==> config.mk <==
export PLATFORM = sky130hd
export DESIGN_NAME = reorder_buffer_flat
export DESIGN_NICKNAME = d
export VERILOG_FILES = /design/src/rtl/reorder_buffer_if.sv /design/src/rtl/reorder_buffer.sv /design/src/flat_wrapper.sv
export SDC_FILE = /design/constraint.sdc
export NUM_CORES = 1
export LEC_CHECK = 0
export CAP_MARGIN = 20
export CORE_MARGIN = 3
export CORE_UTILIZATION = 40
export CTS_CLUSTER_DIAMETER = 60
export DETAILED_ROUTE_END_ITERATION = 6
export MAX_ROUTING_LAYER = met4
export PLACE_DENSITY_LB_ADDON = 0.25
export SYNTH_ARGS = -nofsm -noshare
export SYNTH_HDL_FRONTEND = slang
export SYNTH_SLANG_ARGS = --single-unit
==> constraint.sdc <==
create_clock -name clk -period 5.5 [get_ports clk]
set_input_delay 1.1 -clock clk [delete_from_list [all_inputs] [get_ports clk]]
set_output_delay 1.1 -clock clk [all_outputs]
set_load 0.01 [all_outputs]
==> src/rtl/reorder_buffer_if.sv <==
// Bundle of the issue, CDB, query, commit and flush signals around the
// reorder buffer. The master side is the issue/rename/execute
// environment; the slave side is the reorder buffer itself.
interface reorder_buffer_if #(
    parameter int TAG_W  = 5,
    parameter int DATA_W = 32
);
    logic              alloc_valid;
    logic              alloc_has_dest;
    logic [4:0]        alloc_rd;
    logic [TAG_W-1:0]  alloc_tag;
    logic              full;
    logic              empty;
    logic [4:0]        count;

    logic              cdb_valid;
    logic [TAG_W-1:0]  cdb_tag;
    logic [DATA_W-1:0] cdb_data;

    logic [TAG_W-1:0]  query_tag;
    logic              query_ready;
    logic [DATA_W-1:0] query_data;

    logic              commit_valid;
    logic [TAG_W-1:0]  commit_tag;
    logic [4:0]        commit_rd;
    logic              commit_has_dest;
    logic [DATA_W-1:0] commit_data;

    logic              flush;

    modport master (
        output alloc_valid, alloc_has_dest, alloc_rd,
        output cdb_valid, cdb_tag, cdb_data,
        output query_tag, flush,
        input  alloc_tag, full, empty, count,
        input  query_ready, query_data,
        input  commit_valid, commit_tag, commit_rd, commit_has_dest, commit_data
    );

    modport slave (
        input  alloc_valid, alloc_has_dest, alloc_rd,
        input  cdb_valid, cdb_tag, cdb_data,
        input  query_tag, flush,
        output alloc_tag, full, empty, count,
        output query_ready, query_data,
        output commit_valid, commit_tag, commit_rd, commit_has_dest, commit_data
    );
endinterface

==> src/rtl/reorder_buffer.sv <==
// Circular reorder buffer: hands out tags at the tail, captures CDB
// results out of order, and retires the head entry in program order at
// most once per cycle. Full and empty are told apart by the count, since
// head == tail in both cases.
module reorder_buffer #(
    parameter int               DEPTH  = 16,
    parameter int               TAG_W  = 5,
    parameter int               DATA_W = 32,
    parameter logic [TAG_W-1:0] NONE   = 5'b11111
) (
    input  logic              clk,
    input  logic              rst_n,
    reorder_buffer_if.slave   bus
);
    localparam int               PTR_W     = $clog2(DEPTH);
    localparam logic [TAG_W-1:0] LAST_TAG  = TAG_W'(DEPTH - 1);
    localparam logic [4:0]       DEPTH_CNT = 5'(DEPTH);

    logic [DEPTH-1:0]  r_busy;
    logic [DEPTH-1:0]  r_done;
    logic [DEPTH-1:0]  r_has_dest;
    logic [4:0]        r_rd   [DEPTH];
    logic [DATA_W-1:0] r_data [DEPTH];

    logic [PTR_W-1:0]  r_head;
    logic [PTR_W-1:0]  r_tail;
    logic [4:0]        r_count;

    logic              r_commit_valid;
    logic [TAG_W-1:0]  r_commit_tag;
    logic [4:0]        r_commit_rd;
    logic              r_commit_has_dest;
    logic [DATA_W-1:0] r_commit_data;

    logic              w_full;
    logic              w_empty;
    logic              w_alloc;
    logic              w_commit;
    logic              w_cdb_in_range;
    logic              w_q_in_range;
    logic              w_wb;
    logic [PTR_W-1:0]  w_cdb_idx;
    logic [PTR_W-1:0]  w_q_idx;
    logic              w_query_ready;
    logic [DATA_W-1:0] w_query_data;

    assign w_full    = (r_count == DEPTH_CNT);
    assign w_empty   = (r_count == 5'd0);
    // An allocation is judged against the current count only, so a
    // same-cycle commit cannot make room for it.
    assign w_alloc   = bus.alloc_valid && !w_full;
    assign w_commit  = r_busy[r_head] && r_done[r_head];

    // NONE and out-of-range tags never name a real entry.
    assign w_cdb_in_range = (bus.cdb_tag <= LAST_TAG) && (bus.cdb_tag != NONE);
    assign w_q_in_range   = (bus.query_tag <= LAST_TAG) && (bus.query_tag != NONE);
    assign w_cdb_idx      = bus.cdb_tag[PTR_W-1:0];
    assign w_q_idx        = bus.query_tag[PTR_W-1:0];
    // Free entries and already-done entries drop the broadcast, so a
    // repeated result cannot overwrite the value a consumer already saw.
    assign w_wb = bus.cdb_valid && w_cdb_in_range
                  && r_busy[w_cdb_idx] && !r_done[w_cdb_idx];

    // Entry state, pointers, count and registered commit port.
    always_ff @(posedge clk or negedge rst_n) begin
        if (!rst_n) begin
            r_busy            <= '0;
            r_done            <= '0;
            r_has_dest        <= '0;
            for (int i = 0; i < DEPTH; i++) begin
                r_rd[i]   <= '0;
                r_data[i] <= '0;
            end
            r_head            <= '0;
            r_tail            <= '0;
            r_count           <= '0;
            r_commit_valid    <= 1'b0;
            r_commit_tag      <= '0;
            r_commit_rd       <= '0;
            r_commit_has_dest <= 1'b0;
            r_commit_data     <= '0;
        end else if (bus.flush) begin
            r_busy         <= '0;
            r_done         <= '0;
            r_head         <= '0;
            r_tail         <= '0;
            r_count        <= '0;
            r_commit_valid <= 1'b0;
        end else begin
            r_commit_valid <= w_commit;
            if (w_commit) begin
                r_commit_tag      <= TAG_W'(r_head);
                r_commit_rd       <= r_rd[r_head];
                r_commit_has_dest <= r_has_dest[r_head];
                r_commit_data     <= r_data[r_head];
                r_busy[r_head]    <= 1'b0;
                r_head            <= r_head + 1'b1;
            end
            // The tail entry is never busy when an allocation is accepted,
            // so it cannot collide with the commit or writeback above.
            if (w_alloc) begin
                r_busy[r_tail]     <= 1'b1;
                r_done[r_tail]     <= 1'b0;
                r_has_dest[r_tail] <= bus.alloc_has_dest;
                r_rd[r_tail]       <= bus.alloc_rd;
                r_tail             <= r_tail + 1'b1;
            end
            if (w_wb) begin
                r_done[w_cdb_idx] <= 1'b1;
                r_data[w_cdb_idx] <= bus.cdb_data;
            end
            case ({w_alloc, w_commit})
                2'b10:   r_count <= r_count + 5'd1;
                2'b01:   r_count <= r_count - 5'd1;
                default: r_count <= r_count;
            endcase
        end
    end

    // Operand lookup: a matching CDB broadcast this cycle beats the stored entry.
    always_comb begin
        w_query_ready = 1'b0;
        w_query_data  = r_data[w_q_idx];
        if (bus.cdb_valid && w_cdb_in_range && (bus.cdb_tag == bus.query_tag)) begin
            w_query_ready = 1'b1;
            w_query_data  = bus.cdb_data;
        end else if (w_q_in_range) begin
            w_query_ready = r_busy[w_q_idx] && r_done[w_q_idx];
        end
    end

    assign bus.alloc_tag       = TAG_W'(r_tail);
    assign bus.full            = w_full;
    assign bus.empty           = w_empty;
    assign bus.count           = r_count;
    assign bus.query_ready     = w_query_ready;
    assign bus.query_data      = w_query_data;
    assign bus.commit_valid    = r_commit_valid;
    assign bus.commit_tag      = r_commit_tag;
    assign bus.commit_rd       = r_commit_rd;
    assign bus.commit_has_dest = r_commit_has_dest;
    assign bus.commit_data     = r_commit_data;
endmodule
==> src/flat_wrapper.sv <==
// flat-port wrapper written by rule: the top's interface ports become plain ports
module reorder_buffer_flat 
#(
    parameter int               DEPTH  = 16,
    parameter int               TAG_W  = 5,
    parameter int               DATA_W = 32,
    parameter logic [TAG_W-1:0] NONE   = 5'b11111
)
  (clk, rst_n, bus_alloc_valid, bus_alloc_has_dest, bus_alloc_rd, bus_cdb_valid, bus_cdb_tag, bus_cdb_data, bus_query_tag, bus_flush, bus_alloc_tag, bus_full, bus_empty, bus_count, bus_query_ready, bus_query_data, bus_commit_valid, bus_commit_tag, bus_commit_rd, bus_commit_has_dest, bus_commit_data);
  reorder_buffer_if #(.TAG_W(TAG_W), .DATA_W(DATA_W)) bus_i ();
  input  logic clk;
  input  logic rst_n;
  input wire logic [$bits(bus_i.alloc_valid)-1:0] bus_alloc_valid;
  input wire logic [$bits(bus_i.alloc_has_dest)-1:0] bus_alloc_has_dest;
  input wire logic [$bits(bus_i.alloc_rd)-1:0] bus_alloc_rd;
  input wire logic [$bits(bus_i.cdb_valid)-1:0] bus_cdb_valid;
  input wire logic [$bits(bus_i.cdb_tag)-1:0] bus_cdb_tag;
  input wire logic [$bits(bus_i.cdb_data)-1:0] bus_cdb_data;
  input wire logic [$bits(bus_i.query_tag)-1:0] bus_query_tag;
  input wire logic [$bits(bus_i.flush)-1:0] bus_flush;
  output wire logic [$bits(bus_i.alloc_tag)-1:0] bus_alloc_tag;
  output wire logic [$bits(bus_i.full)-1:0] bus_full;
  output wire logic [$bits(bus_i.empty)-1:0] bus_empty;
  output wire logic [$bits(bus_i.count)-1:0] bus_count;
  output wire logic [$bits(bus_i.query_ready)-1:0] bus_query_ready;
  output wire logic [$bits(bus_i.query_data)-1:0] bus_query_data;
  output wire logic [$bits(bus_i.commit_valid)-1:0] bus_commit_valid;
  output wire logic [$bits(bus_i.commit_tag)-1:0] bus_commit_tag;
  output wire logic [$bits(bus_i.commit_rd)-1:0] bus_commit_rd;
  output wire logic [$bits(bus_i.commit_has_dest)-1:0] bus_commit_has_dest;
  output wire logic [$bits(bus_i.commit_data)-1:0] bus_commit_data;
  assign bus_i.alloc_valid = bus_alloc_valid;
  assign bus_i.alloc_has_dest = bus_alloc_has_dest;
  assign bus_i.alloc_rd = bus_alloc_rd;
  assign bus_i.cdb_valid = bus_cdb_valid;
  assign bus_i.cdb_tag = bus_cdb_tag;
  assign bus_i.cdb_data = bus_cdb_data;
  assign bus_i.query_tag = bus_query_tag;
  assign bus_i.flush = bus_flush;
  assign bus_alloc_tag = bus_i.alloc_tag;
  assign bus_full = bus_i.full;
  assign bus_empty = bus_i.empty;
  assign bus_count = bus_i.count;
  assign bus_query_ready = bus_i.query_ready;
  assign bus_query_data = bus_i.query_data;
  assign bus_commit_valid = bus_i.commit_valid;
  assign bus_commit_tag = bus_i.commit_tag;
  assign bus_commit_rd = bus_i.commit_rd;
  assign bus_commit_has_dest = bus_i.commit_has_dest;
  assign bus_commit_data = bus_i.commit_data;
  reorder_buffer #(.DEPTH(DEPTH), .TAG_W(TAG_W), .DATA_W(DATA_W), .NONE(NONE)) u_core (.clk(clk), .rst_n(rst_n), .bus(bus_i));
endmodule
run_1/clock_map.png
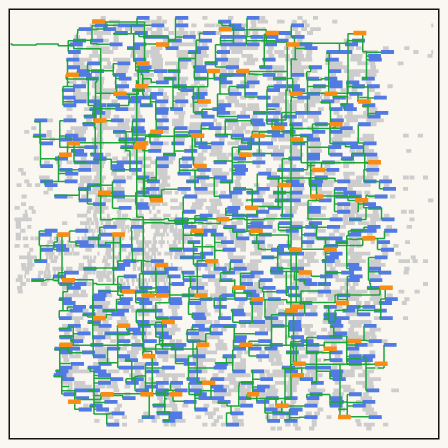
Key: green = clock wires [length 9,570 um]; blue = flip-flops [count 696]; orange = cells driving clock nets [count 79]
Position of the flops: widely spread. There are 80 routed clock nets.

run_1/pins.png
Pins as bars across the die edge, other pins in grey.
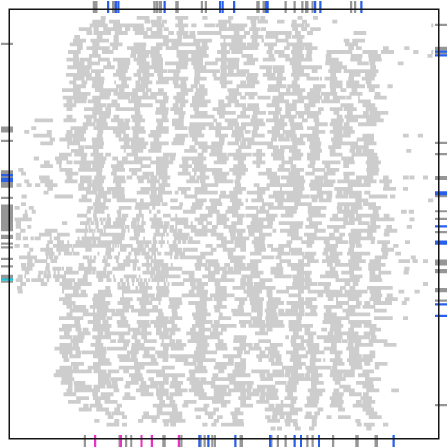
Key: blue = bus_commit_data [pins 32, direction output, edge 12 top, 9 right, 8 bottom, 3 left]; magenta = bus_alloc_rd [pins 5, direction input, edge bottom]; cyan = bus_full [pins 1, direction output, edge left]

run_1/final_congestion.png
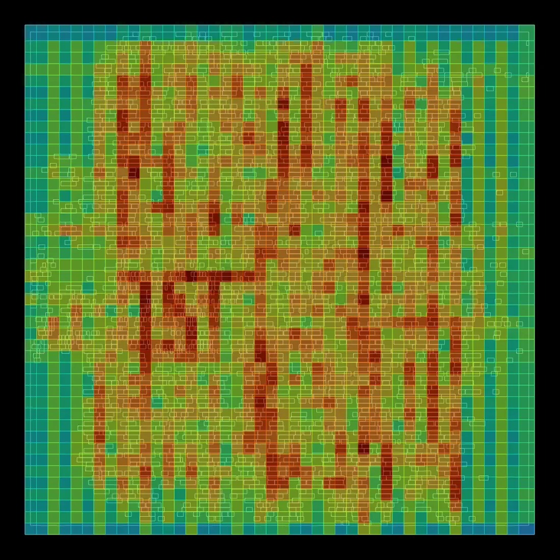
met2 Usage GRT: 34.3%
GRT Max-Usage Layer: met2
met3 usage: 3.68%

==> changes_impl.md, run 1 <==
## Flow update

* Status: completed
* Non-clk buf share at 5.01%
* Die area at 93,700 um2
* Met1 usage at 28.3%
* Non-CTS inverters at 12
* Area of the core at 88,800 um2
* Pre-CTS setup slack at 0.691 ns
* Antenna viol nets, final at 0
* Commonest Layout Cell: dfrtp_1
* Cell Rows at 109
* Register area at 17,400 um2
* Top-level port count at 142
* Fin cells at 3,532
* Synth top cell by count: dfrtp_1
* Clock-net power at 0.00521 W
* CP startpoint kind: input port
* # DRC at 0
* Crit. Startpoint: bus_query_tag[1]
* Crit path depth at 6
* Clk slew on worst S/H paths at 0.06 ns
* Fraction of area in registers at 42.4%
* Tool warnings at 40
* HP Start: u_core.r_rd[5]
* Share of cells above drive strength 1 at 38.3%
* Number of clock sinks at 696
* Post-Synth XOR/XNOR Area at 0.267%
* Top cells by count: dfrtp_1, mux2_1, mux4_2
* Hold path depth at 1
* Synth Warn # at 0
* Crit. End Element: primary output
* Largest cells by area after synthesis: dfrtp_1, mux4_2, mux2_1
* Static Leakage at 18.6 nW
* Critical-path top delay cell: buf_6
* Logic gate share of total power at 8.0%
* Final clock-cell share at 6.20%
* Worst-case vdd ir drop at 237 uV
* Layout Nets at 2,369
* Simple Share, Synth at 3.09%
* HP Class: reg2reg
* Top Metal Used: met4
* Mux area share at 43.5%
* Number of flip-flops in the largest register at 512
* Met2 WL at 47.2 mm
* Synthesis-to-finish area growth at 14.2%
run_1/cell_classes.png
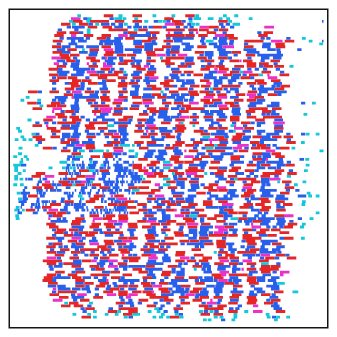

==> run 2: changes to the inputs <==
Settings changed: ABC_AREA set to 1.
run_2/cell_classes.png
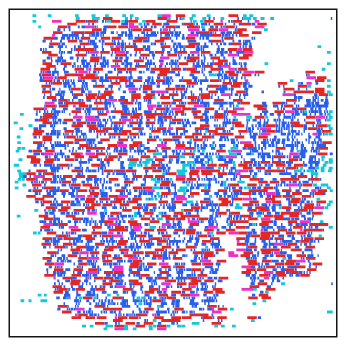
Key: red = flops [cells 696, share of their area 42%]; blue = all other logic [cells 4,002, share of their area 45%]; magenta = clock drivers and dummy loads [cells 157, share of their area 7.2%]; cyan = other buffers and delay cells [cells 246, share of their area 5.9%]

run_2/final_congestion.png
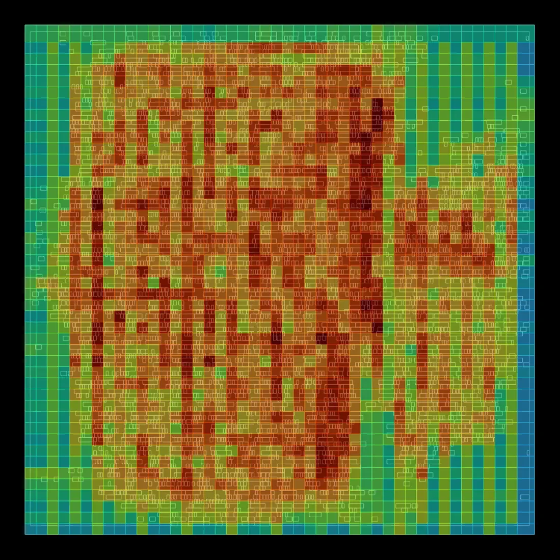
met2 Usage GRT: 44.7%
met3 usage: 7.31%

==> changes_impl.md, run 2 <==
## Flow update

* Status: completed
* Fin cells at 6,363 (+80%)
* Post-Synth XOR/XNOR Area at 0.0461% (-0.22 points)
* Met1 usage at 41.9% (+14 points)
* Layout Nets at 5,095 (+120%)
* Crit. End Element: primary output
* Critical-path top delay cell: clkdlybuf4s50_1
* Fraction of area in registers at 40.2% (-2.2 points)
* Top cells by count: nand2_1, dfrtp_1, o21ai_0
* CP startpoint kind: input port
* HP Class: reg2reg
* Final clock-cell share at 6.95% (+0.75 points)
* Area of the core at 93,700 um2 (+5.6%)
* Met2 WL at 65.2 mm (+38%)
* Worst-case vdd ir drop at 193 uV (-19%)
* Non-clk buf share at 5.72% (+0.71 points)
* Synth top cell by count: nand2_1
* Cell Rows at 112 (+2.8%)
* Crit path depth at 7 (+1)
* Number of flip-flops in the largest register at 512 (unchanged)
* # DRC at 0 (unchanged)
run_2/metal_stack.png
Two of the layers only.
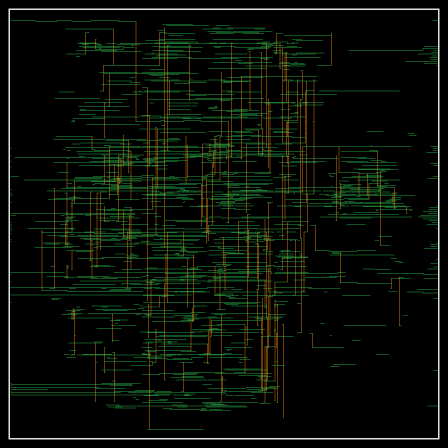
Key: green = met3 [wire length 18,000 um]; orange = met4 [wire length 5,860 um]

Power is estimated from default activity; no workload was simulated.
